--- src/rtl/cmp_pkg.sv ---
// rtl/cmp_pkg.sv - shared types, result codes and sign helper for iter_comparator
package cmp_pkg;

   typedef enum logic [1:0] {
      IDLE = 2'd0,
      RUN  = 2'd1,
      DONE = 2'd2
   } state_t;

   typedef logic [1:0] res_t;

   localparam res_t RES_EQ = 2'd0;
   localparam res_t RES_LT = 2'd1;
   localparam res_t RES_GT = 2'd2;

   // Inverting the sign bit of both operands maps two's-complement order onto unsigned order.
   function automatic logic flip_msb(input logic msb, input logic signed_mode);
      return msb ^ signed_mode;
   endfunction

endpackage

--- src/rtl/cmp_chunk.sv ---
// rtl/cmp_chunk.sv - combinational CHUNK-bit unsigned magnitude compare
module cmp_chunk #(
   parameter int CHUNK = 8
) (
   input  logic [CHUNK-1:0] x,
   input  logic [CHUNK-1:0] y,
   output logic             lt,
   output logic             gt
);

   assign lt = (x < y);
   assign gt = (x > y);

endmodule

--- src/rtl/iter_comparator.sv ---
// rtl/iter_comparator.sv - multi-cycle MSB-first comparator; ITER_COMPARATOR_EARLY_EXIT_EN enables early exit
module iter_comparator
   import cmp_pkg::*;
#(
   parameter int WIDTH = 32,
   parameter int CHUNK = 8
) (
   input  logic             clk,
   input  logic             rst,
   input  logic             start,
   input  logic [WIDTH-1:0] a,
   input  logic [WIDTH-1:0] b,
   input  logic             signed_mode,
   output logic             busy,
   output logic             done,
   output logic             equal,
   output logic             lower,
   output logic             greater
);

   localparam int NCHUNK = WIDTH / CHUNK;
   localparam int IDXW   = (NCHUNK > 1) ? $clog2(NCHUNK) : 1;
   localparam logic [IDXW-1:0] IDX_LAST = IDXW'(NCHUNK - 1);

   state_t           state;
   state_t           state_nx;
   logic [WIDTH-1:0] opa;
   logic [WIDTH-1:0] opb;
   logic [IDXW-1:0]  idx;
   res_t             pend;
   res_t             res_now;
   logic             accept;
   logic             finish;
   logic             chunk_lt;
   logic             chunk_gt;

   logic [CHUNK-1:0] ca [NCHUNK];
   logic [CHUNK-1:0] cb [NCHUNK];

   for (genvar g = 0; g < NCHUNK; g++) begin : g_slice
      assign ca[g] = opa[g*CHUNK +: CHUNK];
      assign cb[g] = opb[g*CHUNK +: CHUNK];
   end

   cmp_chunk #(
      .CHUNK(CHUNK)
   ) u_chunk (
      .x (ca[idx]),
      .y (cb[idx]),
      .lt(chunk_lt),
      .gt(chunk_gt)
   );

   // Only the most significant differing chunk decides; later chunks cannot override it.
   always_comb begin
      res_now = pend;
      if (pend == RES_EQ) begin
         if (chunk_lt) begin
            res_now = RES_LT;
         end else if (chunk_gt) begin
            res_now = RES_GT;
         end
      end
   end

   assign accept = start && (state != RUN);
   assign finish = (state == RUN) && (state_nx == DONE);

   always_ff @(posedge clk or posedge rst) begin
      if (rst) begin
         state <= IDLE;
      end else begin
         state <= state_nx;
      end
   end

   always_comb begin
      state_nx = state;
      busy     = 1'b0;
      done     = 1'b0;
      case (state)
         IDLE: begin
            if (start) begin
               state_nx = RUN;
            end
         end
         RUN: begin
            busy = 1'b1;
`ifdef ITER_COMPARATOR_EARLY_EXIT_EN
            if ((idx == '0) || (res_now != RES_EQ)) begin
               state_nx = DONE;
            end
`else
            if (idx == '0) begin
               state_nx = DONE;
            end
`endif
         end
         DONE: begin
            done     = 1'b1;
            state_nx = start ? RUN : IDLE;
         end
         default: begin
            state_nx = IDLE;
         end
      endcase
   end

   always_ff @(posedge clk or posedge rst) begin
      if (rst) begin
         opa     <= '0;
         opb     <= '0;
         idx     <= '0;
         pend    <= RES_EQ;
         equal   <= 1'b0;
         lower   <= 1'b0;
         greater <= 1'b0;
      end else if (accept) begin
         opa            <= a;
         opb            <= b;
         opa[WIDTH-1]   <= flip_msb(a[WIDTH-1], signed_mode);
         opb[WIDTH-1]   <= flip_msb(b[WIDTH-1], signed_mode);
         idx            <= IDX_LAST;
         pend           <= RES_EQ;
      end else if (state == RUN) begin
         pend <= res_now;
         if (idx != '0) begin
            idx <= idx - 1'b1;
         end
         if (finish) begin
            equal   <= (res_now == RES_EQ);
            lower   <= (res_now == RES_LT);
            greater <= (res_now == RES_GT);
         end
      end
   end

endmodule

--- config.mk ---
export PLATFORM = sky130hd
export DESIGN_NAME = iter_comparator
export DESIGN_NICKNAME = d
export VERILOG_FILES = /design/src/rtl/cmp_pkg.sv /design/src/rtl/cmp_chunk.sv /design/src/rtl/iter_comparator.sv
export SDC_FILE = /design/constraint.sdc
export NUM_CORES = 1
export LEC_CHECK = 0
export CAP_MARGIN = 20
export CORE_AREA = 2 2 72 74
export CTS_BUF_LIST = sky130_fd_sc_hd__clkbuf_4 sky130_fd_sc_hd__clkbuf_8
export DETAILED_ROUTE_END_ITERATION = 10
export DIE_AREA = 0 0 74 76
export DONT_BUFFER_PORTS = 1
export PLACE_DENSITY = 0.95
export SYNTH_ARGS = -nofsm -noshare
export SYNTH_HDL_FRONTEND = slang
export SYNTH_SLANG_ARGS = --single-unit
--- constraint.sdc ---
create_clock -name clk -period 4.42 [get_ports clk]
set_input_delay 0.442 -clock clk [delete_from_list [all_inputs] [get_ports clk]]
set_output_delay 0.442 -clock clk [all_outputs]
set_load 0.02 [all_outputs]
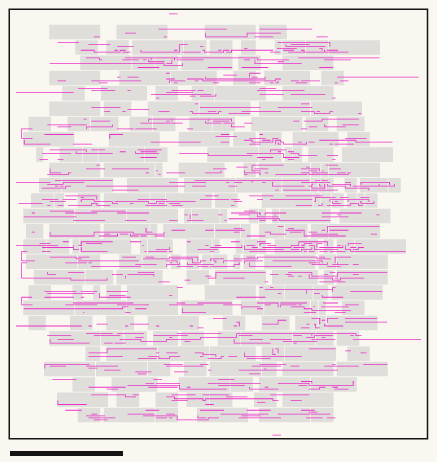
Fig. 1. The metal 1 layer (run 1).
The bar under the picture is 20 um long.
wire length on this layer: 2340 um
main direction: horizontal
longest straight run: 23.5 um
share of all routed wire: 39%
WL final: 5.98 mm
DR vias: 1809
GRT met1 Usage: 30.0%

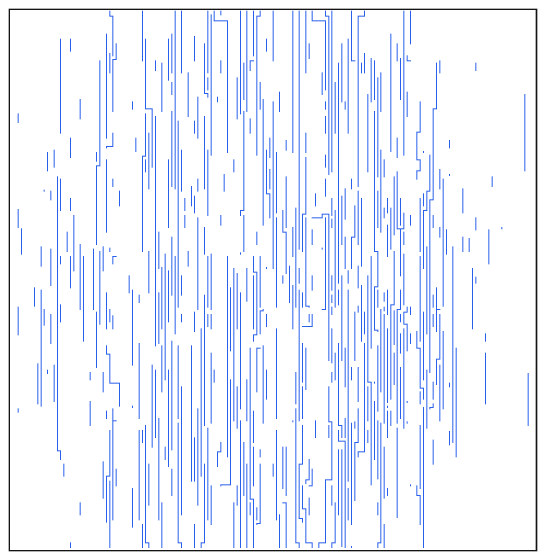
Fig. 2. M2 wires (run 1).
main direction: vertical
nets with wire on the layer: 288
longest straight run: 38.6 um
share of all routed wire: 53%
wire length on this layer: 3160 um

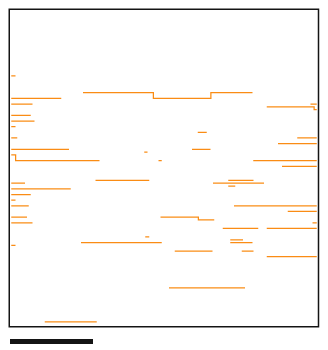
Fig. 3. The metal 3 layer (run 1).
The bar under the picture is 20 um long.
wire length on this layer: 372 um
share of all routed wire: 6.2%
nets with wire on the layer: 40
longest straight run: 20.0 um
GR Util met3: 8.60%

==> impl_metrics.tcl, run 1 <==
# place-and-route summary
set metrics [dict create \
    setup_viol 0 \
    min_period_over_period_pct 67.3 \
    status "complete, no violations" \
    clock_latency_ns 0.33 \
    top_cell "dfrtp_1" \
    grt_pass1_vias 1981 \
    io_buffers 0 \
    p_sw_share_pct 33.5 \
    ys.flops 73 \
    leakage_uw 0.00156 \
    area_growth_pct 5.97 \
    min_period_ns 2.97 \
    ys_seq_share_pct 54.2 \
    final_cells 303 \
    yosys_area_um2 3370 \
    design_area_um2 3570 \
    timing_hold_violations_final 0 \
    pin_count 73 \
    antenna_found_initial 0 \
    row_count 26 \
    dpl_cell_area_um2 3400 \
    wl_per_cell_um 19.7 \
    cts_buffer_depth 2 \
    timing.rr.end "equal" \
    logic_family "multiplexers" \
    cp.depth 7 \
    topCellsByArea "dfrtp_1 54%, mux2_2 20%, mux4_2 11%, ha_1 3.3%, inv_1 1.6%" \
    post_cts_resized 0 \
    ys_sh_adder_pct 3.34 \
    cp_top_family "flip-flops" \
    crit_buf_inv 0 \
    path_cells "mux4_2 > ha_1 > nand4_1 > nor2_1 > nor2_1 > or4_4 > o21ai_2" \
    r2r-start "idx[0]" \
    p_clk_uw 467 \
    synth-main-ff-cell "dfrtp_1" \
    syn_avg_cell_area_um2 14.9 \
    r2r_cells 7 \
    cts_tree "done" \
    h-tree-depth 3 \
    critPathCapture "equal" \
    grt-ovfl-total 0 \
    ys_sh_aoi_pct 3.30 \
    grt_pass1_wl_mm 9.73 \
    holdWs_ns 0.117 \
]
-- run 1: layout by cell type, fill, tap and decap left out, drive strengths merged, types with 2 or more instances in the layout --
cell type,synthesis,final
nand2,7,7
nor2,7,7
dfrtp,73,73
nand4,2,2
inv,14,14
a21oi,7,7
o21ai,5,5
xnor2,2,2
clkbuf,0,15
mux2,62,62
nor2b,2,2
buf,11,2
mux4,16,16
ha,9,9
-- run 1: per-layer routing --
layer	global-route usage (%)	part of all wire, %
met1	30.0	39
met2	37.1	53
met3	8.60	6.2
met4	9.82	1.8
met5	0	0
-- run 1: final cells by class --
class	count	area [um2]
clock buffer	15	175
fill	296	1340
inverter	15	57.6
multi-input combinational	128	1410
sequential	73	1830
tap	70	87.6
timing repair buffer	2	15.0
Fig. 4: run 1, the clock network
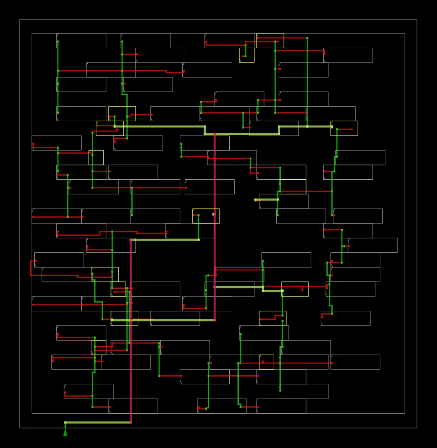

--- run 2 (diff from run 1) ---
--- a/config.mk
+++ b/config.mk
@@ -6,12 +6,12 @@
 export NUM_CORES = 1
 export LEC_CHECK = 0
 export CAP_MARGIN = 20
-export CORE_AREA = 2 2 72 74
+export CORE_AREA = 2 2 79 81
 export CTS_BUF_LIST = sky130_fd_sc_hd__clkbuf_4 sky130_fd_sc_hd__clkbuf_8
 export DETAILED_ROUTE_END_ITERATION = 10
-export DIE_AREA = 0 0 74 76
+export DIE_AREA = 0 0 81 83
 export DONT_BUFFER_PORTS = 1
-export PLACE_DENSITY = 0.95
+export PLACE_DENSITY = 0.88
 export SYNTH_ARGS = -nofsm -noshare
 export SYNTH_HDL_FRONTEND = slang
 export SYNTH_SLANG_ARGS = --single-unit
==> constraint.sdc (replaced) <==
create_clock -name clk -period 2.6 [get_ports clk]
set_input_delay 0.26 -clock clk [delete_from_list [all_inputs] [get_ports clk]]
set_output_delay 0.26 -clock clk [all_outputs]
set_load 0.02 [all_outputs]
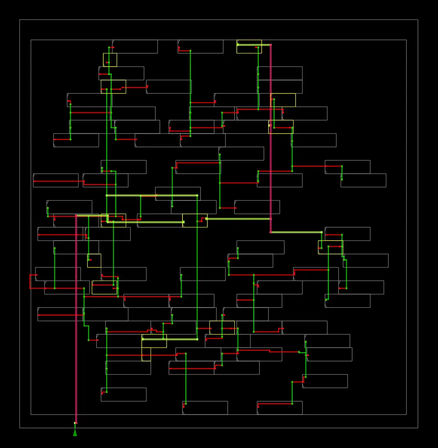
Fig. 5. The clock network (run 2).
CTS sink cnt: 73
Flops: 73

==> run 2 against run 1 <==
- final cell count increased by 3.3%
- total power increased by 70%
- cell area increased by 2.0%
- largest cell class unchanged
- setup slack got worse by 1.2 ns
- synthesized cell count unchanged
==> impl_metrics.tcl, run 2 <==
# place-and-route summary
set metrics [dict create \
    setup_viol 0 \
    io_buffers 0 \
    grt_use_met1_pct 27.0 \
    min_period_over_period_pct 91.8 \
    leakage_uw 0.00159 \
    logic_family "multiplexers" \
    vias 1825 \
    ys_seq_share_pct 54.2 \
    regArea_um2 1830 \
    grt_pass1_wl_mm 10.5 \
    topCellsByArea "dfrtp_1 54%, mux2_2 20%, mux4_2 11%, ha_1 3.3%, inv_1 1.6%" \
    min_period_ns 2.39 \
    dpl_cell_area_um2 3480 \
    clock_latency_ns 0.34 \
    comb_area_um2 1410 \
    r2r-start "idx[0]" \
    p_clk_uw 748 \
    wl_per_cell_um 19.6 \
    antenna_found_initial 0 \
    post_cts_resized 0 \
    status "complete, no violations" \
    cts_buffer_depth 2 \
    crit_buf_inv 1 \
    final_cell_mix "72 x dfrtp_1, 59 x mux2_2, 16 x mux4_2" \
]
## run 2: worst max path at each step
| stage | end | slack, ns | cells past startpoint |
|---|---|---|---|
| after floorplan | equal | 0.15 | 9 |
| final | equal | 0.21 | 8 |
| after CTS | greater | 0.16 | 8 |
| after global placement | greater | 0.23 | 8 |
| after detailed placement | greater | 0.18 | 8 |
| after global routing | greater | 0.03 | 8 |
## run 2: final cells by class
| type | instances | share of cell area (%) |
|---|---|---|
| Clock inverter | 1 | 0.137 |
| Sequential cell | 73 | 50.2 |
| Clock buffer | 12 | 4.19 |
| Inverter | 15 | 1.58 |
| Tap cell | 75 | 2.57 |
| Multi-Input combinational cell | 128 | 38.8 |
| Timing Repair Buffer | 9 | 2.61 |
--- run 3 (diff from run 2) ---
--- a/config.mk
+++ b/config.mk
@@ -12,6 +12,7 @@
 export DIE_AREA = 0 0 81 83
 export DONT_BUFFER_PORTS = 1
 export PLACE_DENSITY = 0.88
+export SLEW_MARGIN = 20
 export SYNTH_ARGS = -nofsm -noshare
 export SYNTH_HDL_FRONTEND = slang
 export SYNTH_SLANG_ARGS = --single-unit
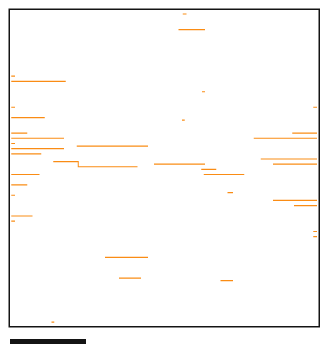
Fig. 6. The metal 3 layer (run 3).
The bar under the picture is 20 um long.
nets with wire on the layer: 29
main direction: horizontal
longest straight run: 18.4 um
share of all routed wire: 4.0%

==> run 3 against run 2 <==
- non-clock buffer count stayed put
- core utilization stayed put
- first-iteration DRC count stayed put
- critical path type unchanged
- critical endpoint unchanged
- largest cell class unchanged
- largest power group unchanged
==> impl_metrics.tcl, run 3 <==
# place-and-route summary
set metrics [dict create \
    n_fill_cell 450 \
    pin_count 73 \
    top_cell "dfrtp_1" \
    cts_buffer_depth 2 \
    met1Wirelength_mm 2.43 \
    row_count 28 \
    antenna_found_initial 0 \
    cp_top_family "simple AND/OR/NAND/NOR gates" \
    signal_buffers 9 \
    ys.flops 73 \
    final_common_cell "dfrtp_1" \
    dpl_cell_area_um2 3480 \
    grt_pass1_wl_mm 10.5 \
    area_growth_pct 8.05 \
    final-nonclk-buf-share_pct 2.61 \
    setup_viol 0 \
    topCellsByArea "dfrtp_1 54%, mux2_2 20%, mux4_2 11%, ha_1 3.3%, inv_1 1.6%" \
    top_layer "met4" \
    regArea_um2 1830 \
    design_area_um2 3640 \
    grt_pass1_vias 2076 \
    cts_tree "done" \
    ys_sh_aoi_pct 3.30 \
    final_cell_mix "72 x dfrtp_1, 59 x mux2_2, 16 x mux4_2" \
    comb_area_um2 1410 \
    largest_cell_class "registers" \
    yosys_area_um2 3370 \
    numClockSinks 73 \
    clock_latency_ns 0.34 \
    status "complete, no violations" \
    grtUsageMet2_pct 32.7 \
    grt-ovfl-total 0 \
    grt_use_met1_pct 27.0 \
    r2r_cells 8 \
    path_cells "buf_4 > mux4_2 > ha_1 > nand4_1 > nor2_1 > nor2_1 > or4_4 > o21ai_2" \
    comb_share_pct 38.8 \
    logic_family "multiplexers" \
    grt_busiest_layer "met2" \
    synth-main-ff-cell "dfrtp_1" \
]
## run 3: cell counts after synthesis
No cell type changed its count.
## run 3: what timing repair did
action,in CTS,in global routing
gates resized,0,1
hold buffers,1,0
endpoints found under the hold margin,37,0
endpoints found under the setup margin,0,4
## run 3: where the power goes
part	total [uW]	internal, uW	leakage, uW	switching (uW)
registers	2070	1710	0.000861	359
logic	2180	1240	0.000647	937
clock network	748	377	0.0000850	371
total	4990	3330	0.00159	1670
## run 3: path summary, 6_finish.rpt
check	slack (ns)	to	startpoint
worst max-delay path	0.21	equal	idx[0]
worst min-delay path	0.05	opa[5]	a[5]
worst max register to register	0.21	equal	idx[0]
worst min register to register	0.48	opb[31]	opb[31]
max in group asynchronous	1.39	idx[1]	rst
min in group asynchronous	0.55	opb[24]	rst

==> notes/layouts.md <==
Pictures saved along the way, in no particular order.

Drive-strength map.
Plate I
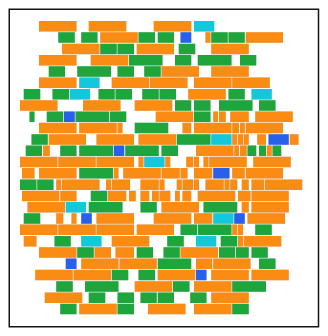
Plate II
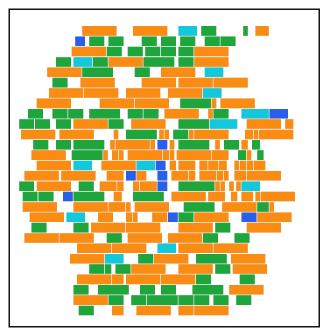
Plate II is run 3.
Plate I is run 1.

Power is estimated from default activity; no workload was simulated.
